==> images/class_map.png <==
(2 px per micron) Fill, decap, tap and diode cells in gray.
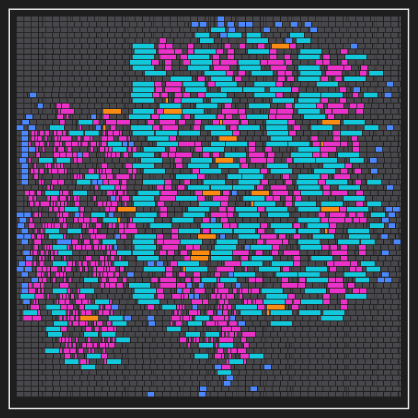
==> images/clock_wires.png <==
(3 px per micron)
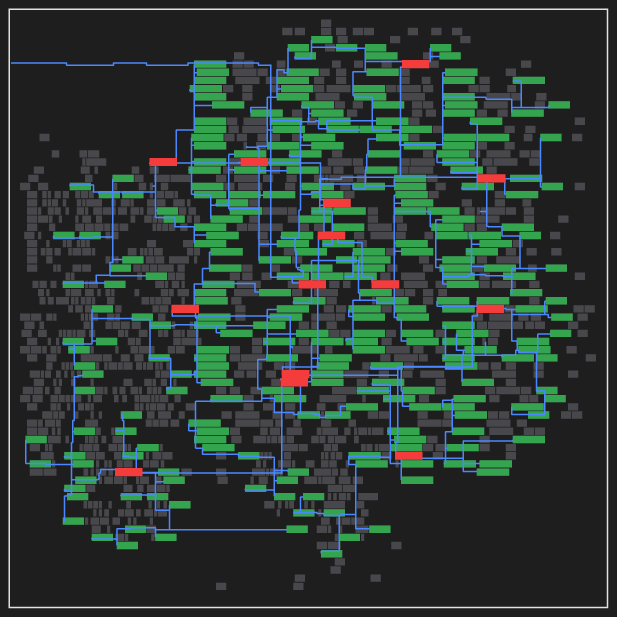
==> images/pinout.png <==
(1.5 px per micron) Pins as bars across the die edge, other pins in gray.
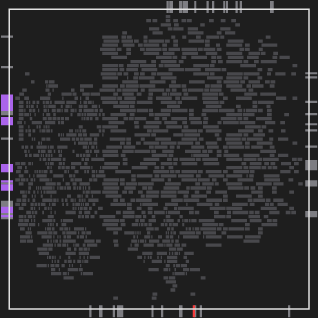
==> images/m2.png <==
(2 px per micron)
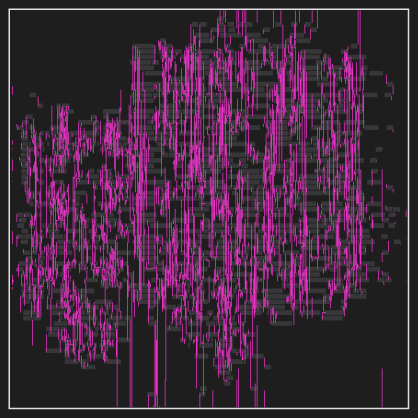
`src/rtl/timer_pkg.sv`:
```
// Shared types and constants for the BCD lap timer: FSM states, digit limits, mm:ss.cc layout.
// Pure declarations; no latency or flow control of its own.
package timer_pkg;

   typedef enum logic [1:0] {
      ST_IDLE,
      ST_RUN,
      ST_PAUSE,
      ST_DONE
   } state_t;

   localparam logic [3:0] DIG_MAX9 = 4'd9;
   localparam logic [3:0] DIG_MAX5 = 4'd5;

   typedef struct packed {
      logic [3:0] min_h;
      logic [3:0] min_l;
      logic [3:0] sec_h;
      logic [3:0] sec_l;
      logic [3:0] cs_h;
      logic [3:0] cs_l;
   } bcd_time_t;

   localparam bcd_time_t T_MAX  = 24'h595999;
   localparam bcd_time_t T_ZERO = 24'h000000;
   localparam bcd_time_t T_ONE  = 24'h000001;

   function automatic logic [3:0] clamp_digit(input logic [3:0] d, input logic [3:0] max);
      return (d > max) ? max : d;
   endfunction

   // Out-of-range digits saturate individually rather than rejecting the whole load.
   function automatic bcd_time_t clamp_time(input bcd_time_t t);
      bcd_time_t r;
      r.min_h = clamp_digit(t.min_h, DIG_MAX5);
      r.min_l = clamp_digit(t.min_l, DIG_MAX9);
      r.sec_h = clamp_digit(t.sec_h, DIG_MAX5);
      r.sec_l = clamp_digit(t.sec_l, DIG_MAX9);
      r.cs_h  = clamp_digit(t.cs_h,  DIG_MAX9);
      r.cs_l  = clamp_digit(t.cs_l,  DIG_MAX9);
      return r;
   endfunction

endpackage

```
`src/rtl/bcd_digit.sv`:
```
// One up/down BCD digit wrapping at MAX; combinational carry/borrow out for same-cycle ripple.
// Load wins over count; q updates one cycle after en/ld, no backpressure.
module bcd_digit #(
   parameter logic [3:0] MAX = 4'd9
) (
   input  logic       clk,
   input  logic       rst,
   input  logic       en,
   input  logic       dn,
   input  logic       ld,
   input  logic [3:0] ld_val,
   output logic [3:0] q,
   output logic       co
);

   assign co = en & (dn ? (q == 4'd0) : (q == MAX));

   always_ff @(posedge clk) begin
      if (rst) begin
         q <= 4'd0;
      end else if (ld) begin
         q <= ld_val;
      end else if (en) begin
         if (dn) begin
            q <= (q == 4'd0) ? MAX : q - 4'd1;
         end else begin
            q <= (q == MAX) ? 4'd0 : q + 4'd1;
         end
      end
   end

endmodule

```
`src/rtl/lap_timer.sv`:
```
// BCD mm:ss.cc stopwatch/countdown with limit detection and a lap-snapshot FIFO.
// Commands act on the next edge; count steps every CLK_DIV cycles in RUN; full FIFO drops laps (sticky lap_ovf).
module lap_timer
   import timer_pkg::*;
#(
   parameter int CLK_DIV   = 1_000_000,
   parameter int LAP_DEPTH = 8
) (
   input  logic        clk,
   input  logic        rst,
   input  logic        start,
   input  logic        stop,
   input  logic        clr,
   input  logic        ld,
   input  logic        dir,
   input  logic [23:0] load_data,
   input  logic        lap,
   input  logic        lap_rd,
   output logic [23:0] count,
   output logic        running,
   output logic        done,
   output logic [23:0] lap_data,
   output logic        lap_valid,
   output logic        lap_full,
   output logic        lap_ovf
);

   localparam int LAP_AW = $clog2(LAP_DEPTH);
   localparam int PW     = $clog2(CLK_DIV);
   localparam logic [PW-1:0] PRESC_LAST = PW'(CLK_DIV - 1);

   state_t          state_q, state_d;
   logic            dir_q;
   logic [PW-1:0]   presc_q;
   logic [23:0]     cnt_q;

   logic            in_run, tick, ld_go, start_go, wrap, limit_go;
   logic [5:0]      dig_en, dig_co;
   logic            dig_ld;
   bcd_time_t       dig_ld_val;

   assign in_run   = (state_q == ST_RUN);
   assign tick     = in_run && (presc_q == PRESC_LAST);
   assign ld_go    = ld && !clr && !in_run;
   assign start_go = start && !clr && !ld_go && (state_q == ST_IDLE || state_q == ST_PAUSE);

   // A carry out of the top digit means the count tried to pass a limit: reload the limit instead.
   assign wrap     = dig_co[5];
   assign limit_go = wrap || (tick && dir_q && (cnt_q == T_ONE));

   assign dig_en = {dig_co[4:0], tick};
   assign dig_ld = clr || ld_go || wrap;

   always_comb begin
      dig_ld_val = T_ZERO;
      if (clr) begin
         dig_ld_val = T_ZERO;
      end else if (ld_go) begin
         dig_ld_val = clamp_time(load_data);
      end else if (!dir_q) begin
         dig_ld_val = T_MAX;
      end
   end

   for (genvar i = 0; i < 6; i++) begin : g_dig
      localparam logic [3:0] DMAX = (i == 3 || i == 5) ? DIG_MAX5 : DIG_MAX9;
      bcd_digit #(.MAX(DMAX)) u_dig (
         .clk    (clk),
         .rst    (rst),
         .en     (dig_en[i]),
         .dn     (dir_q),
         .ld     (dig_ld),
         .ld_val (dig_ld_val[4*i +: 4]),
         .q      (cnt_q[4*i +: 4]),
         .co     (dig_co[i])
      );
   end

   always_comb begin
      state_d = state_q;
      if (clr) begin
         state_d = ST_IDLE;
      end else if (ld_go) begin
         state_d = (state_q == ST_DONE) ? ST_IDLE : state_q;
      end else begin
         case (state_q)
            ST_RUN: begin
               if (limit_go) begin
                  state_d = ST_DONE;
               end else if (stop) begin
                  state_d = ST_PAUSE;
               end
            end
            ST_IDLE, ST_PAUSE: begin
               if (start_go) begin
                  state_d = ST_RUN;
               end
            end
            default: state_d = state_q;
         endcase
      end
   end

   always_ff @(posedge clk) begin
      if (rst) begin
         state_q <= ST_IDLE;
         dir_q   <= 1'b0;
         presc_q <= '0;
      end else begin
         state_q <= state_d;
         if (start_go) begin
            dir_q <= dir;
         end
         if (clr || ld_go) begin
            presc_q <= '0;
         end else if (in_run) begin
            presc_q <= tick ? '0 : presc_q + PW'(1);
         end
      end
   end

   assign count   = cnt_q;
   assign running = (state_q == ST_RUN);
   assign done    = (state_q == ST_DONE);

   logic [23:0]       lap_mem [LAP_DEPTH];
   logic [LAP_AW-1:0] wr_ptr, rd_ptr, rd_nxt;
   logic [LAP_AW:0]   fill_q, fill_d;
   logic [23:0]       lap_dat_q, head_nxt;
   logic              ovf_q;
   logic              push_vld, pop_vld, fifo_full, push_ok, push_drop;

   assign fifo_full = (fill_q == (LAP_AW+1)'(LAP_DEPTH));
   assign push_vld  = lap && !clr && (state_q == ST_RUN || state_q == ST_PAUSE);
   assign pop_vld   = lap_rd && !clr && (fill_q != '0);
   assign push_ok   = push_vld && (!fifo_full || pop_vld);
   assign push_drop = push_vld && fifo_full && !pop_vld;
   assign rd_nxt    = pop_vld ? rd_ptr + LAP_AW'(1) : rd_ptr;
   assign fill_d    = fill_q + (LAP_AW+1)'(push_ok) - (LAP_AW+1)'(pop_vld);

   // Head after this edge: the entry being pushed if the queue was otherwise drained.
   always_comb begin
      head_nxt = 24'd0;
      if (fill_d != '0) begin
         head_nxt = (push_ok && rd_nxt == wr_ptr) ? cnt_q : lap_mem[rd_nxt];
      end
   end

   always_ff @(posedge clk) begin
      if (push_ok) begin
         lap_mem[wr_ptr] <= cnt_q;
      end
   end

   always_ff @(posedge clk) begin
      if (rst || clr) begin
         wr_ptr    <= '0;
         rd_ptr    <= '0;
         fill_q    <= '0;
         lap_dat_q <= 24'd0;
         ovf_q     <= 1'b0;
      end else begin
         if (push_ok) begin
            wr_ptr <= wr_ptr + LAP_AW'(1);
         end
         rd_ptr    <= rd_nxt;
         fill_q    <= fill_d;
         lap_dat_q <= head_nxt;
         if (push_drop) begin
            ovf_q <= 1'b1;
         end
      end
   end

   assign lap_data  = lap_dat_q;
   assign lap_valid = (fill_q != '0);
   assign lap_full  = fifo_full;
   assign lap_ovf   = ovf_q;

endmodule

```
`config.mk`:
```
export PLATFORM = sky130hd
export DESIGN_NAME = lap_timer
export DESIGN_NICKNAME = d
export VERILOG_FILES = /design/src/rtl/timer_pkg.sv /design/src/rtl/bcd_digit.sv /design/src/rtl/lap_timer.sv
export SDC_FILE = /design/constraint.sdc
export NUM_CORES = 1
export LEC_CHECK = 0
export ABC_CLOCK_PERIOD_IN_PS = 9050
export CAP_MARGIN = 20
export CORE_MARGIN = 3
export CORE_UTILIZATION = 38
export CTS_CLUSTER_DIAMETER = 120
export CTS_CLUSTER_SIZE = 25
export DETAILED_ROUTE_END_ITERATION = 10
export GPL_ROUTABILITY_DRIVEN = 0
export PLACE_DENSITY = 0.66
export SLEW_MARGIN = 10
export SYNTH_ARGS = -nofsm -noshare
export SYNTH_HDL_FRONTEND = slang
export SYNTH_HIERARCHICAL = 1
export SYNTH_SLANG_ARGS = --single-unit
```
`constraint.sdc`:
```
create_clock -name clk -period 9.05 [get_ports clk]
set_clock_uncertainty 0.1 [all_clocks]
set_input_delay 1.3575 -clock clk [delete_from_list [all_inputs] [get_ports clk]]
set_output_delay 1.3575 -clock clk [all_outputs]
set_load 0.01 [all_outputs]
```
==> impl_metrics.tcl <==
# metrics dict for downstream scripts
set metrics [dict create \
    status "completed" \
    top_area_share_pct 40.8 \
    grt-ovfl-total 0 \
    dp_hpwl_mm 19.5 \
    p_comb_share_pct 6.0 \
    grt_pass1_wl_mm 49.6 \
    num_rows 70 \
    logic_area_sq_um 6270 \
    ys_async_sr_fraction_pct 0 \
    grt_pass1_vias 8860 \
    area_growth_pct 12.5 \
    n_antenna_cell 0 \
    placed_area_sq_um 15500 \
    initial_core_util_pct 38.6 \
    hold_violations 0 \
    path_buffers 9 \
    p_total_mw 2.21 \
    clock-root-buffer "clkbuf_16" \
    pwr-share-seq_pct 62.2 \
    cellLeakagePower_nw 4.77 \
    n_tap_cell 468 \
    cp_top_family "simple AND/OR/NAND/NOR gates" \
    lay_top_count "mux2i_1" \
    cp_common_cell "inv_1" \
    final-nonclk-buf-share_pct 6.73 \
    numCtsBuffers 14 \
    syn_inst 1089 \
    topCellsByArea "edfxtp_1, mux2i_1, dfxtp_1" \
    antenna_left 0 \
    yosys_area_sq_um 14100 \
    firstDrtPassIters 5 \
    lay_top_cells "mux2i_1, edfxtp_1, clkdlybuf4s50_1" \
    antenna_found_initial 0 \
    wl_met1_mm 14.2 \
    setup.worst_path.class "register to register" \
    mux_area_share_pct 23.3 \
    vias_per_cell 5.45 \
    avgSynthCellArea_sq_um 13.0 \
    tightest_slew_ps 1090 \
    edf_count 192 \
    synth.cellmix.adderShare_pct 1.29 \
    drc 0 \
    post_synth_num_cell_types 68 \
]
-- class_map.png (at the start) --
| color | class | cells |
|---|---|---|
| magenta | remaining logic cells | 746 |
| orange | clock drivers and dummy loads | 24 |
| cyan | registers | 274 |
| blue | remaining buffers and delay cells | 113 |
Seq/total area: 46.6%
Post-Layout Inst Area: 15,900 sq um
Std-Cell Core Area: 36,600 sq um

-- clock_wires.png (at the start) --
[red] clock-net drivers | count: 14
[green] flip-flops | count: 274
[blue] clock wires | length: 3,140 microns
flops lie: widely spread
Late-Pin Clk Latency: 500 ps
P_clk: 701 uW
clock share of power: 31.7%

-- pinout.png (at the start) --
| color | port | pins | direction | edge |
|---|---|---|---|---|
| red | lap_rd | 1 | input | south |
| purple | load_data | 24 | input | west |
all pins by edge: 35 west, 18 east, 17 north, 16 south
overall die height: 199 microns
Die W: 199 microns
IO buf count: 85

-- m2.png (at the start) --
main direction: vertical
longest straight run: 77.3 microns
share of all routed wire: 50%
nets with wire on the layer: 977
wire length on this layer: 15,800 microns
grt met2 use: 28.6%
vias post-DR: 8,857
WL final: 31.8 mm

## path summary, 6_finish.rpt
path / startpoint / to / slack (ps) / cells past startpoint
max reg2reg: state_q[1]$_SDFFE_PP0P_ / g_dig[5].u_dig/q[2]$_SDFFE_PP0P_ / 1600 / 23
min reg2reg: presc_q[3]$_SDFFE_PP0P_ / presc_q[3]$_SDFFE_PP0P_ / 390 / 2
min: presc_q[3]$_SDFFE_PP0P_ / presc_q[3]$_SDFFE_PP0P_ / 390 / 2
max: state_q[1]$_SDFFE_PP0P_ / g_dig[5].u_dig/q[2]$_SDFFE_PP0P_ / 1600 / 23
## stage by stage
step	setup slack (ps)	cells	utilization (%)
after floorplan	2340	1090	-
after detailed placement	771	1599	42.3
after global routing	769	1625	43.5
after global placement	1080	1599	42.3
after CTS	712	1623	43.4
final	1600	1625	43.5
Power and IR drop assume default switching activity.
